$ cat config.mk
export PLATFORM = sky130hd
export DESIGN_NAME = game_controller
export DESIGN_NICKNAME = d
export VERILOG_FILES = /design/src/rtl/pong_pkg.sv /design/src/rtl/pulse_divider.sv /design/src/rtl/game_controller.sv
export SDC_FILE = /design/constraint.sdc
export NUM_CORES = 1
export LEC_CHECK = 0
export ABC_AREA = 1
export CORE_MARGIN = 1
export CORE_UTILIZATION = 55
export CTS_CLUSTER_SIZE = 30
export DETAILED_ROUTE_END_ITERATION = 8
export PLACE_DENSITY = 0.75
export SLEW_MARGIN = 20
export SYNTH_ARGS = -nofsm -noshare
export SYNTH_HDL_FRONTEND = slang
export SYNTH_SLANG_ARGS = --single-unit
$ cat constraint.sdc
create_clock -name clk -period 3.7 [get_ports clk]
set_input_delay 0.37 -clock clk [delete_from_list [all_inputs] [get_ports clk]]
set_output_delay 0.37 -clock clk [all_outputs]
set_load 0.03 [all_outputs]
$ cat src/rtl/pong_pkg.sv
// rtl/pong_pkg.sv - shared pong state encodings and play-field geometry
// Purpose: game state encoding, default geometry and field limits shared by
//          game_controller and game_process.
// Ports:   none (package).
package pong_pkg;

  localparam int SIZE_DEF  = 2;
  localparam int WIDTH_DEF = 8;

  // Play field occupies columns/rows FIELD_MIN..FIELD_MAX; row WIDTH-1 is the paddle row.
  localparam int FIELD_MIN = 1;

  typedef enum logic [1:0] {
    ST_SERVE = 2'b00,
    ST_PLAY  = 2'b01,
    ST_MISS  = 2'b10,
    ST_OVER  = 2'b11
  } game_state_e;

  function automatic int field_max(input int width);
    return width - 2;
  endfunction

  // Rightmost legal leftmost-paddle column.
  function automatic int paddle_max(input int width, input int size);
    return width - 1 - size;
  endfunction

  localparam int FIELD_MAX  = field_max(WIDTH_DEF);
  localparam int PADDLE_MAX = paddle_max(WIDTH_DEF, SIZE_DEF);

endpackage

$ cat src/rtl/pulse_divider.sv
// rtl/pulse_divider.sv - free-running divider emitting a one-cycle pulse
// Purpose: counts 0..DIV-1 and raises pulse for the cycle after the count
//          reaches DIV-1, giving one pulse every DIV clocks.
// Ports:   clk   in  system clock
//          rst_n in  asynchronous active-low reset
//          pulse out one-cycle pulse, registered
module pulse_divider #(
  parameter int DIV = 4
) (
  input  logic clk,
  input  logic rst_n,
  output logic pulse
);

  localparam int CW = (DIV > 1) ? $clog2(DIV) : 1;
  localparam logic [CW-1:0] LAST = CW'(DIV - 1);

  logic [CW-1:0] cnt_q, cnt_d;
  logic          pulse_q, pulse_d;

  always_comb begin
    cnt_d   = (cnt_q == LAST) ? '0 : cnt_q + CW'(1);
    pulse_d = (cnt_q == LAST);
  end

  always_ff @(posedge clk or negedge rst_n) begin
    if (!rst_n) begin
      cnt_q   <= '0;
      pulse_q <= 1'b0;
    end else begin
      cnt_q   <= cnt_d;
      pulse_q <= pulse_d;
    end
  end

  assign pulse = pulse_q;

endmodule

$ cat src/rtl/game_controller.sv
// rtl/game_controller.sv - pong sequencer: scan index, paddle, ball and scoring FSM
// Purpose: synchronizes buttons, generates the row-scan index and game tick,
//          and advances paddle, ball, bounce, miss and score once per tick.
// Ports:   clk, rst_n                     clock, asynchronous active-low reset
//          btn_left/btn_right/btn_start   raw buttons (2-flop synchronized)
//          count        row scan index to renderer
//          player_down  leftmost paddle column
//          ball_x/ball_y ball position in the play field
//          state        00 SERVE, 01 PLAY, 10 MISS, 11 OVER
//          miss_count   misses since last restart (saturates at 15)
//          tick         one-cycle pulse per game tick
module game_controller
  import pong_pkg::*;
#(
  parameter int SIZE      = SIZE_DEF,
  parameter int WIDTH     = WIDTH_DEF,
  parameter int SCAN_DIV  = 4,
  parameter int TICK_DIV  = 1024,
  parameter int MISS_HOLD = 4,
  parameter int MAX_MISS  = 3
) (
  input  logic       clk,
  input  logic       rst_n,
  input  logic       btn_left,
  input  logic       btn_right,
  input  logic       btn_start,
  output logic [2:0] count,
  output logic [2:0] player_down,
  output logic [2:0] ball_x,
  output logic [2:0] ball_y,
  output logic [1:0] state,
  output logic [3:0] miss_count,
  output logic       tick
);

  localparam int HW = (MISS_HOLD > 1) ? $clog2(MISS_HOLD) : 1;

  localparam logic [2:0]    F_LO      = 3'(FIELD_MIN);
  localparam logic [2:0]    F_HI      = 3'(field_max(WIDTH));
  localparam logic [2:0]    P_HI      = 3'(paddle_max(WIDTH, SIZE));
  localparam logic [2:0]    P_RST     = 3'((WIDTH - SIZE) / 2);
  localparam logic [2:0]    X_RST     = 3'(WIDTH / 2 - 1);
  localparam logic [3:0]    PAD_SPAN  = 4'(SIZE - 1);
  localparam logic [3:0]    MISS_END  = 4'(MAX_MISS);
  localparam logic [HW-1:0] HOLD_LAST = HW'(MISS_HOLD - 1);

  // Button synchronizers, bit order {start, right, left}.
  logic [2:0] btn_s1_q, btn_s1_d;
  logic [2:0] btn_s2_q, btn_s2_d;
  logic       left_s, right_s, start_s;

  logic scan_p, tick_p;

  logic [2:0]    count_q, count_d;
  game_state_e   state_q, state_d;
  logic [HW-1:0] hold_q, hold_d;
  logic [2:0]    pad_q, pad_d;
  logic [2:0]    bx_q, bx_d;
  logic [2:0]    by_q, by_d;
  logic          dxn_q, dxn_d;  // 1: ball moving toward column FIELD_MIN
  logic          dyn_q, dyn_d;  // 1: ball moving toward row FIELD_MIN
  logic [3:0]    miss_q, miss_d;

  logic paddle_hit, x_wall, at_bottom, miss_hit;

  pulse_divider #(.DIV(SCAN_DIV)) u_scan_div (
    .clk   (clk),
    .rst_n (rst_n),
    .pulse (scan_p)
  );

  pulse_divider #(.DIV(TICK_DIV)) u_tick_div (
    .clk   (clk),
    .rst_n (rst_n),
    .pulse (tick_p)
  );

  always_comb begin
    btn_s1_d = {btn_start, btn_right, btn_left};
    btn_s2_d = btn_s1_q;
    count_d  = scan_p ? count_q + 3'd1 : count_q;
  end

  assign left_s  = btn_s2_q[0];
  assign right_s = btn_s2_q[1];
  assign start_s = btn_s2_q[2];

  // Collision decode on pre-tick values; the paddle check uses the paddle
  // position from before this tick's move.
  always_comb begin
    paddle_hit = ({1'b0, pad_q} <= {1'b0, bx_q}) &&
                 ({1'b0, bx_q} <= ({1'b0, pad_q} + PAD_SPAN));
    x_wall     = (bx_q == F_LO && dxn_q) || (bx_q == F_HI && !dxn_q);
    at_bottom  = (by_q == F_HI) && !dyn_q;
    miss_hit   = (state_q == ST_PLAY) && at_bottom && !paddle_hit;
  end

  // FSM state register.
  always_ff @(posedge clk or negedge rst_n) begin
    if (!rst_n) begin
      state_q <= ST_SERVE;
      hold_q  <= '0;
    end else begin
      state_q <= state_d;
      hold_q  <= hold_d;
    end
  end

  // FSM next state.
  always_comb begin
    state_d = state_q;
    hold_d  = hold_q;
    if (tick_p) begin
      case (state_q)
        ST_SERVE: if (start_s) state_d = ST_PLAY;
        ST_PLAY: begin
          if (miss_hit) begin
            state_d = ST_MISS;
            hold_d  = '0;
          end
        end
        ST_MISS: begin
          if (hold_q == HOLD_LAST) begin
            hold_d  = '0;
            // miss_q already includes the miss that entered this state.
            state_d = (miss_q >= MISS_END) ? ST_OVER : ST_SERVE;
          end else begin
            hold_d = hold_q + HW'(1);
          end
        end
        ST_OVER: if (start_s) state_d = ST_SERVE;
        default: state_d = ST_SERVE;
      endcase
    end
  end

  // FSM outputs: paddle, ball and score updates.
  always_comb begin
    pad_d  = pad_q;
    bx_d   = bx_q;
    by_d   = by_q;
    dxn_d  = dxn_q;
    dyn_d  = dyn_q;
    miss_d = miss_q;
    if (tick_p) begin
      if ((state_q == ST_SERVE || state_q == ST_PLAY) && (left_s ^ right_s)) begin
        if (left_s && pad_q != F_LO) begin
          pad_d = pad_q - 3'd1;
        end else if (right_s && pad_q != P_HI) begin
          pad_d = pad_q + 3'd1;
        end
      end

      if (state_q == ST_PLAY) begin
        if (x_wall) begin
          dxn_d = !dxn_q;
        end else begin
          bx_d = dxn_q ? bx_q - 3'd1 : bx_q + 3'd1;
        end

        if (by_q == F_LO && dyn_q) begin
          dyn_d = 1'b0;
        end else if (at_bottom) begin
          if (paddle_hit) begin
            dyn_d = 1'b1;
          end else begin
            miss_d = (miss_q == 4'hF) ? miss_q : miss_q + 4'd1;
          end
        end else begin
          by_d = dyn_q ? by_q - 3'd1 : by_q + 3'd1;
        end
      end

      if (state_q == ST_OVER && start_s) begin
        miss_d = '0;
      end

      // Any tick that lands in SERVE (re-serve, restart or waiting) parks the ball.
      if (state_d == ST_SERVE) begin
        bx_d  = X_RST;
        by_d  = F_LO;
        dxn_d = 1'b0;
        dyn_d = 1'b0;
      end
    end
  end

  always_ff @(posedge clk or negedge rst_n) begin
    if (!rst_n) begin
      btn_s1_q <= '0;
      btn_s2_q <= '0;
      count_q  <= '0;
      pad_q    <= P_RST;
      bx_q     <= X_RST;
      by_q     <= F_LO;
      dxn_q    <= 1'b0;
      dyn_q    <= 1'b0;
      miss_q   <= '0;
    end else begin
      btn_s1_q <= btn_s1_d;
      btn_s2_q <= btn_s2_d;
      count_q  <= count_d;
      pad_q    <= pad_d;
      bx_q     <= bx_d;
      by_q     <= by_d;
      dxn_q    <= dxn_d;
      dyn_q    <= dyn_d;
      miss_q   <= miss_d;
    end
  end

  assign count       = count_q;
  assign player_down = pad_q;
  assign ball_x      = bx_q;
  assign ball_y      = by_q;
  assign state       = state_q;
  assign miss_count  = miss_q;
  assign tick        = tick_p;

endmodule
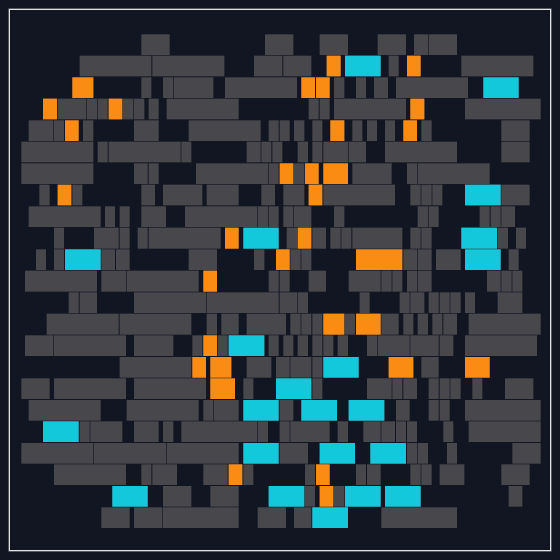
Figure 1: gate-type map.
| color | family | cells |
|---|---|---|
| cyan | adder and majority cells | 22 |
| orange | inverting AOI/OAI gates | 32 |

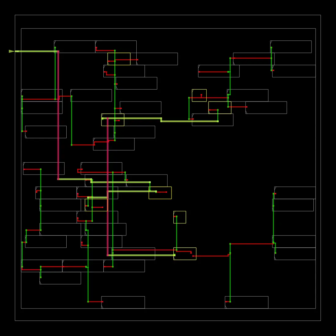
Figure 2: the clock network.
clock skew: 0.01255 ns
total clock sinks: 42
clock buf count: 6
TritonCTS Buffers: 5
Late-Pin Clk Latency: 0.30 ns

==> results.ini <==
[outcome]
status = finished clean

[drt]
met3RoutedLength_um = 138
drt_drc_violations_left = 0
wl_per_cell_um = 11.36
vias_per_cell = 5.025
postRouteAntennaNets = 0

[setup_path]
ff2ff_setup_slack_ns = 0.95
cp-end-kind = register
crit_path_start = player_down[0]$_DFFE_PN1P_

[global_route]
overflow = 0
grt_util_met1_pct = 24.50
grt_pass1_wl_mm = 7.258
grtUsageMet3_pct = 7.000
antenna_found_initial = 0

[clock_network]
cts_tree = done
ctsHoldBuffers = 0
htreeDepth = 2
post_cts_buffers = 0
cts-root-buf = clkbuf_8

[power_and_ir_drop]
swShare_pct = 22.04
powerDensity_nw_per_um2 = 286.3
ir_drop_v = 0.0002833
leakage_nw = 1.353

[synth]
synthMuxAreaShare_pct = 0.9317
synth.cell_area_um2 = 2417
area_leaders = dfrtp_1 (38%), ha_1 (11%), nand2_1 (8.7%), inv_1 (7.8%), dfstp_2 (5.4%)
yosysTopAreaCellShare_pct = 38.30
yosys_warnings = 0

[sta]
hold_viol = 0
setup_violations = 0
whs_ns = 0.1869
finalClockPeriodUsage_pct = 74.19
max_slew_margin_pct = 39.97

[floorplan]
dieArea_um2 = 4664
num_rows = 23
io_pins = 24

[worst_hold_path]
min_path_type = in -> async

[cells_and_area]
final_cell_mix = nand2_1 (56), inv_1 (50), dfrtp_1 (37)
layout.area.comb_um2 = 1134
register_area_um2 = 1057

[placed_design]
gp_congestion = 0.7910

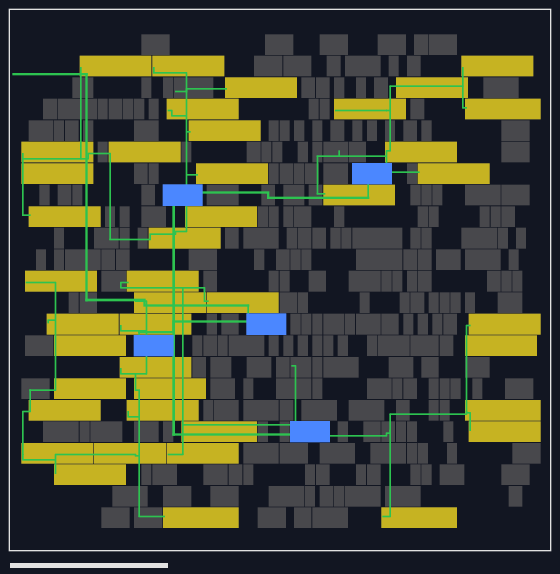
Figure 3: routed clock nets over the placement.
Bar = 20 um.
[green] clock wires | length: 506 um
[blue] cells driving clock nets | count: 5
[yellow] flip-flops | count: 42
routed clock nets: 6
flops lie: widely spread

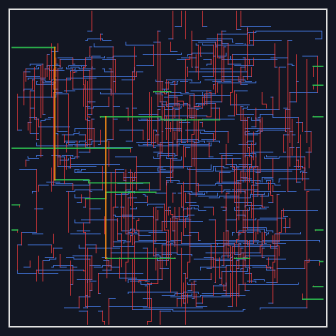
Figure 4: metal layers overlaid.
| color | layer | wire length |
|---|---|---|
| green | met3 | 138 um |
| blue | met1 | 1870 um |
| red | met2 | 1990 um |
| orange | met4 | 59.2 um |

## through the flow
step	area [um^2]	util [%]	setup slack [ns]	total power (W)	instances
after detailed placement	2678	65.07	1.005	0.0004874	349
final	2776	67.47	0.9550	0.0007949	357
after global placement	2678	65.07	1.127	0.0004872	349
after CTS	2776	67.47	0.9500	0.0008060	357
after floorplan	2417	-	1.155	0.0004743	278
after global routing	2776	67.47	0.7289	0.0008261	357
## final cells by class
class,instances,share of cell area [%]
clock buffers,6,2.974
repair buffers,23,8.112
inverters,53,7.165
flip-flops and latches,42,38.08
well taps,50,2.253
clock inverters,2,0.5859
multi-input cells,181,40.83
Power is estimated from default activity; no workload was simulated.
